### src/rtl/bus_arbiter_pkg.sv
// bus_arbiter_pkg: shared access-type encoding, arbiter state codes and grant one-hot values
// Contents:
//   mem_access_t   - bus request type (NONE/R/W/X), 2 bits
//   arb_state_t    - arbiter FSM states
//   ARB_GRANT_*    - one-hot grant vector values, bit n = master n
package bus_arbiter_pkg;
    typedef enum logic [1:0] {
        ACC_NONE = 2'd0,
        ACC_R    = 2'd1,
        ACC_W    = 2'd2,
        ACC_X    = 2'd3
    } mem_access_t;

    typedef enum logic [1:0] {
        S_IDLE   = 2'd0,
        S_GRANT0 = 2'd1,
        S_GRANT1 = 2'd2
    } arb_state_t;

    localparam logic [1:0] ARB_GRANT_NONE = 2'b00;
    localparam logic [1:0] ARB_GRANT_M0   = 2'b01;
    localparam logic [1:0] ARB_GRANT_M1   = 2'b10;
endpackage

### src/rtl/bus_arbiter_watchdog.sv
// arb_watchdog: 16-bit slave-wait counter that flags a transfer the slave never acknowledges
// Ports:
//   clk, res  - clock, asynchronous active-high reset
//   clr_i     - clear counter (idle, completion or abort)
//   en_i      - owner is requesting and the slave is not ready
//   to_o      - counter has reached TIMEOUT while still waiting
module arb_watchdog #(
    parameter int unsigned TIMEOUT = 1023
) (
    input  logic clk,
    input  logic res,
    input  logic clr_i,
    input  logic en_i,
    output logic to_o
);
    logic [15:0] cnt_q, cnt_d;

    assign to_o = en_i && (cnt_q == 16'(TIMEOUT));

    always_comb cnt_d = clr_i ? 16'd0 : en_i ? cnt_q + 16'd1 : cnt_q;

    always_ff @(posedge clk or posedge res)
        if (res) cnt_q <= '0;
        else     cnt_q <= cnt_d;
endmodule

### src/rtl/bus_arbiter.sv
// bus_arbiter: two-master round-robin arbiter with lock hold and slave timeout abort
// Ports:
//   clk, res                 - clock, asynchronous active-high reset
//   m0_* / m1_*              - master request (addr, dataOut, accessType, io, lock) and
//                              response (dataIn, ready, error)
//   s_*                      - slave request (addr, dataOut, accessType, io) and response
//                              (dataIn, ready)
//   grant                    - one-hot bus owner, 2'b00 when idle
module bus_arbiter
    import bus_arbiter_pkg::*;
#(
    parameter int unsigned TIMEOUT = 1023
) (
    input  logic        clk,
    input  logic        res,
    input  logic [31:0] m0_addr,
    input  logic [31:0] m0_dataOut,
    input  mem_access_t m0_accessType,
    input  logic        m0_io,
    input  logic        m0_lock,
    output logic [31:0] m0_dataIn,
    output logic        m0_ready,
    output logic        m0_error,
    input  logic [31:0] m1_addr,
    input  logic [31:0] m1_dataOut,
    input  mem_access_t m1_accessType,
    input  logic        m1_io,
    input  logic        m1_lock,
    output logic [31:0] m1_dataIn,
    output logic        m1_ready,
    output logic        m1_error,
    output logic [31:0] s_addr,
    output logic [31:0] s_dataOut,
    output mem_access_t s_accessType,
    output logic        s_io,
    input  logic [31:0] s_dataIn,
    input  logic        s_ready,
    output logic [1:0]  grant
);
    arb_state_t state_q, state_d;
    logic       rr_last_q, rr_last_d;
    logic       in_g0, in_g1, req0, req1, own_req, own_lock, rdy, to;

    assign in_g0    = state_q == S_GRANT0;
    assign in_g1    = state_q == S_GRANT1;
    assign req0     = m0_accessType != ACC_NONE;
    assign req1     = m1_accessType != ACC_NONE;
    assign own_req  = s_accessType != ACC_NONE;
    assign own_lock = in_g0 ? m0_lock : in_g1 && m1_lock;
    // s_ready counts only against a live request, so it is ignored in idle
    assign rdy      = s_ready && own_req;

    always_comb begin
        s_addr       = in_g0 ? m0_addr       : in_g1 ? m1_addr       : 32'd0;
        s_dataOut    = in_g0 ? m0_dataOut    : in_g1 ? m1_dataOut    : 32'd0;
        s_accessType = in_g0 ? m0_accessType : in_g1 ? m1_accessType : ACC_NONE;
        s_io         = in_g0 ? m0_io         : in_g1 && m1_io;
        grant        = in_g0 ? ARB_GRANT_M0  : in_g1 ? ARB_GRANT_M1  : ARB_GRANT_NONE;
        m0_dataIn    = in_g0 ? s_dataIn : 32'd0;
        m1_dataIn    = in_g1 ? s_dataIn : 32'd0;
        m0_ready     = in_g0 && rdy;
        m1_ready     = in_g1 && rdy;
        m0_error     = in_g0 && to;
        m1_error     = in_g1 && to;
    end

    always_comb begin
        state_d   = state_q;
        rr_last_d = rr_last_q;
        if (state_q == S_IDLE) begin
            if (req0 && (!req1 || rr_last_q)) state_d = S_GRANT0;
            else if (req1)                    state_d = S_GRANT1;
        end else if (rdy || to) begin
            // an abort ignores lock and hands priority to the other master
            rr_last_d = in_g1;
            state_d   = (rdy && own_lock) ? state_q : S_IDLE;
        end else if (!own_req && !own_lock) begin
            state_d = S_IDLE;
        end
    end

    always_ff @(posedge clk or posedge res)
        if (res) begin
            state_q   <= S_IDLE;
            rr_last_q <= 1'b1;
        end else begin
            state_q   <= state_d;
            rr_last_q <= rr_last_d;
        end

    // timeout needs s_ready low, so a coinciding ready always completes normally
    arb_watchdog #(.TIMEOUT(TIMEOUT)) u_wd (
        .clk   (clk),
        .res   (res),
        .clr_i (state_q == S_IDLE || rdy || to),
        .en_i  (own_req && !s_ready),
        .to_o  (to)
    );
endmodule

### config.mk
export PLATFORM = sky130hd
export DESIGN_NAME = bus_arbiter
export DESIGN_NICKNAME = d
export VERILOG_FILES = /design/src/rtl/bus_arbiter_pkg.sv /design/src/rtl/bus_arbiter_watchdog.sv /design/src/rtl/bus_arbiter.sv
export SDC_FILE = /design/constraint.sdc
export NUM_CORES = 1
export LEC_CHECK = 0
export ABC_AREA = 1
export CORE_AREA = 2 2 119 121
export DETAILED_ROUTE_END_ITERATION = 10
export DIE_AREA = 0 0 121 123
export MAX_ROUTING_LAYER = met4
export SKIP_LAST_GASP = 1
export SYNTH_ARGS = -nofsm -noshare
export SYNTH_HDL_FRONTEND = slang
export SYNTH_SLANG_ARGS = --single-unit
### constraint.sdc
create_clock -name clk -period 4.6 [get_ports clk]
set_clock_uncertainty 0.2 [all_clocks]
set_input_delay 0.92 -clock clk [delete_from_list [all_inputs] [get_ports clk]]
set_output_delay 0.92 -clock clk [all_outputs]
set_load 0.01 [all_outputs]
Figure 1. Met1 routing.
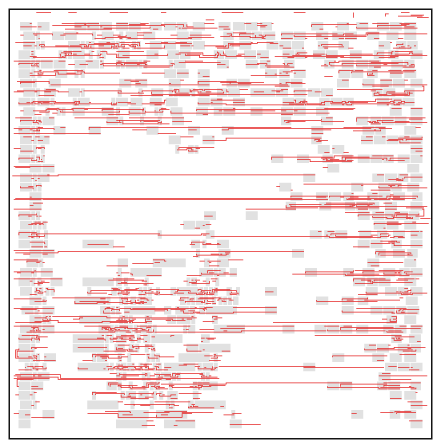
wire length on this layer: 5890 um
main direction: horizontal
share of all routed wire: 37%
longest straight run: 82.3 um
nets with wire on the layer: 690
routed wire length: 16.1 mm
met1 track demand over resource in global routing: 22.1%
total number of vias: 3556

Figure 2. M2 wires.
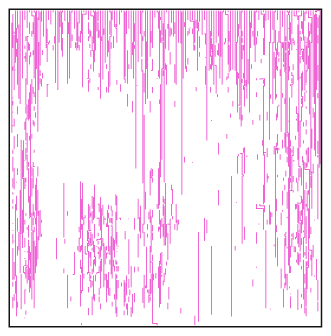
nets with wire on the layer: 689
longest straight run: 71.1 um
wire length on this layer: 7120 um
main direction: vertical
met2 Track Usage GR: 31.1%

==> impl_results.html <==
<h2>Synthesis and place &amp; route</h2>
<table>
<tr><th>Metric</th><th>Value</th></tr>
<tr><th colspan="2">Yosys</th></tr>
<tr><td>Yosys Chip Area</td><td>0.00226 mm^2</td></tr>
<tr><td>Complex-gate fraction of the synthesized area</td><td>26.2%</td></tr>
<tr><td>Proportion of synthesized chip area in sequential cells</td><td>around a fifth</td></tr>
<tr><td>XOR Share, Synth</td><td>4.65%</td></tr>
<tr><td>Synth Area per Inst</td><td>around 6.4 um^2</td></tr>
<tr><td>Tally of unique sky130hd cells used after synthesis</td><td>28</td></tr>
<tr><td>Post-synthesis instance total</td><td>354</td></tr>
<tr><td>Logic family by area</td><td>simple AND/OR/NAND/NOR gates</td></tr>
<tr><td>Count of flip-flops with a built-in enable after synthesis</td><td>0</td></tr>
<tr><td>Total standard cell area after synthesis</td><td>approximately 0.0023 mm^2</td></tr>
<tr><td>Cell count in the Yosys report</td><td>354</td></tr>
<tr><td>Share of flip-flops with an asynchronous set or reset after synthesis</td><td>100%</td></tr>
<tr><td>Post-synthesis simple-gate area fraction</td><td>33.2%</td></tr>
<tr><th colspan="2">STA</th></tr>
<tr><td>Min Tclk post-route</td><td>3760 ps</td></tr>
<tr><td>Post-layout period usage of the worst path</td><td>about 80%</td></tr>
<tr><td>Actual transition at the worst max-transition pin</td><td>733 ps</td></tr>
<tr><td>Post-layout worst setup margin</td><td>roughly 840 ps</td></tr>
<tr><td>Setup TNS</td><td>0 ps</td></tr>
<tr><td>Unrepaired setup endpoints after global routing</td><td>false</td></tr>
<tr><td>Slew Limit Headroom</td><td>51.1%</td></tr>
<tr><td>Achievable Freq</td><td>266 MHz</td></tr>
<tr><th colspan="2">Worst setup path</th></tr>
<tr><td>Reg2reg setup slack</td><td>2570 ps</td></tr>
<tr><td>Crit-path leading delay family</td><td>buffers and inverters</td></tr>
<tr><td>Type of origin of the critical path</td><td>primary input</td></tr>
<tr><td>Stages on the worst setup path</td><td>8</td></tr>
<tr><td>End of the critical path</td><td>m1_error</td></tr>
<tr><td>Critical register-to-register path startpoint</td><td>state_q[0]</td></tr>
<tr><td>Worst reg2reg path depth</td><td>6</td></tr>
<tr><td>Worst reg2reg path endpoint</td><td>rr_last_q</td></tr>
<tr><td>Max stage delay cell, worst path</td><td>sky130_fd_sc_hd__clkdlybuf4s50_1</td></tr>
<tr><td>Buffer-and-inverter tally for the worst setup path</td><td>2</td></tr>
<tr><th colspan="2">Floorplanning</th></tr>
<tr><td>Die Y</td><td>~120 um</td></tr>
<tr><td>Chip area</td><td>~0.015 mm^2</td></tr>
<tr><td>Tapcells</td><td>180</td></tr>
<tr><td>Core Box Area</td><td>0.0136 mm^2</td></tr>
<tr><td>Pre-placement core utilization</td><td>between 15 and 20%</td></tr>
<tr><th colspan="2">Finish</th></tr>
<tr><td>Dominant logic cell type in the layout</td><td>sky130_fd_sc_hd__clkdlybuf4s50_1</td></tr>
<tr><td>Biggest regs</td><td>u_wd.cnt_q x16, state_q x2, rr_last_q x1</td></tr>
<tr><td>Final net count</td><td>roughly 820</td></tr>
<tr><td>Multi-input combinational cell count</td><td>roughly 260</td></tr>
<tr><td>Fraction of layout instances using a drive strength above 1</td><td>3.72%</td></tr>
<tr><td>Number of fill cells in the layout</td><td>roughly 1.4k</td></tr>
<tr><td>Portion of the layout cell area used by non-clock buffers</td><td>56.0%</td></tr>
<tr><td>Number of sequential cells</td><td>19</td></tr>
<tr><td>Proportion of cell area occupied by registers</td><td>8.55%</td></tr>
<tr><td>Combinational share of cell area</td><td>roughly a quarter</td></tr>
<tr><td>Repair and plain buffers</td><td>between 300 and 400</td></tr>
<tr><td>Register name with the most flops</td><td>u_wd.cnt_q</td></tr>
<tr><td>Clock buffers and inverters, area share</td><td>1.41%</td></tr>
<tr><td>Layout-stage area growth over the synthesis result</td><td>146%</td></tr>
<tr><td>Final core utilization</td><td>40.9%</td></tr>
<tr><th colspan="2">Min path</th></tr>
<tr><td>Number of cells on the worst hold path</td><td>2</td></tr>
<tr><td>Path type of the worst min-delay path</td><td>register to register</td></tr>
<tr><td>Worst hold start</td><td>rr_last_q</td></tr>
<tr><th colspan="2">Clocking</th></tr>
<tr><td>TritonCTS clock tree</td><td>built</td></tr>
<tr><td>Count of cells resized by post-cts repair</td><td>0</td></tr>
<tr><td>Hold-fix buffers, CTS</td><td>0</td></tr>
<tr><td>Clock Path Buffers</td><td>2</td></tr>
<tr><th colspan="2">Place</th></tr>
<tr><td>Port buffer count</td><td>307</td></tr>
<tr><td>Routability congestion estimate from global placement</td><td>0.918</td></tr>
<tr><td>Setup slack after placement</td><td>830 ps</td></tr>
<tr><td>Sum of net half-perimeters after detailed placement</td><td>13.6 mm</td></tr>
<tr><th colspan="2">GRT</th></tr>
<tr><td>Antenna violations before repair</td><td>0</td></tr>
<tr><th colspan="2">Outcome</th></tr>
<tr><td>Result of the run</td><td>finished, final reports clean</td></tr>
<tr><th colspan="2">Routing</th></tr>
<tr><td>Met3 routed wirelength</td><td>3.10 mm</td></tr>
<tr><td>DR WL/cell</td><td>19.5 um</td></tr>
<tr><td>DRC errors left</td><td>0</td></tr>
<tr><td>Pre-Repair DR Iteration Count</td><td>4</td></tr>
<tr><td>Vias per cell</td><td>4.31</td></tr>
<tr><td>Detailed-route wire length on metal 1</td><td>5.89 mm</td></tr>
<tr><th colspan="2">Pwr</th></tr>
<tr><td>Power attributed to the clock group</td><td>177 uW</td></tr>
<tr><td>Power spent charging and discharging nets</td><td>between 1000 and 1500 uW</td></tr>
<tr><td>PnR Total Power</td><td>2300 uW</td></tr>
<tr><td>Clk network pwr share</td><td>under 10%</td></tr>
<tr><td>Top power group</td><td>combinational logic</td></tr>
<tr><td>Switching part of the total</td><td>a little under half</td></tr>
<tr><td>Leak Pwr</td><td>between 0.002 and 0.0025 uW</td></tr>
<tr><td>Cell area power density</td><td>about 410 mW/mm^2</td></tr>
</table>
Figure 3. The metal 3 layer.
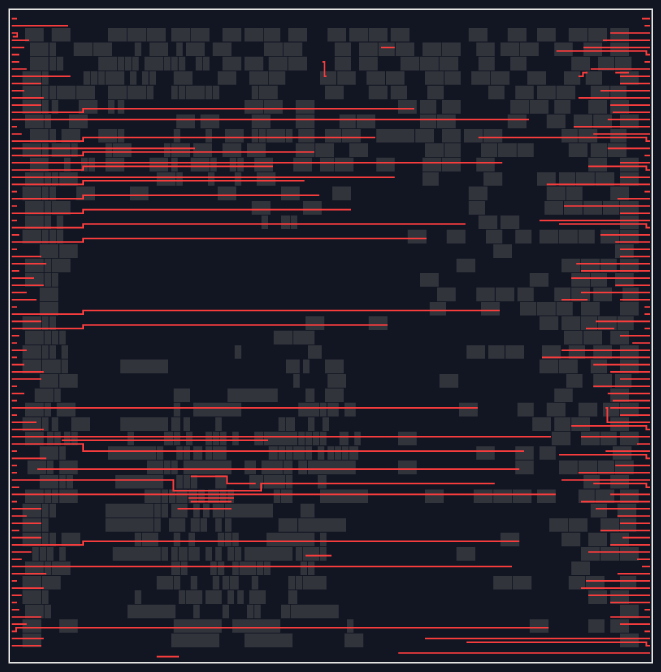
longest straight run: 102 um
wire length on this layer: 3100 um
main direction: horizontal
nets with wire on the layer: 187
met3 demand-to-capacity share in global routing: 14.6%

## through the flow
stage / hold WS, ps / cells
finish: 299 / 826
global route: 342 / 826
CTS: 298 / 826
detailed placement: 289 / 822
global placement: 283 / 822
floorplan: 264 / 354
## synthesized netlist by cell type (all sizes together), types with 2 or more instances
| cell | number | area, um^2 |
|---|---|---|
| a21oi | 2 | 10.0 |
| a22o | 65 | 569 |
| buf | 14 | 83.8 |
| clkbuf | 10 | 37.5 |
| dfrtp | 18 | 450 |
| inv | 54 | 203 |
| nand2 | 43 | 179 |
| nand3 | 13 | 82.6 |
| nand4 | 5 | 31.3 |
| nor2 | 106 | 415 |
| nor3 | 6 | 30.0 |
| xor2 | 11 | 96.3 |
Power is estimated from default activity; no workload was simulated.
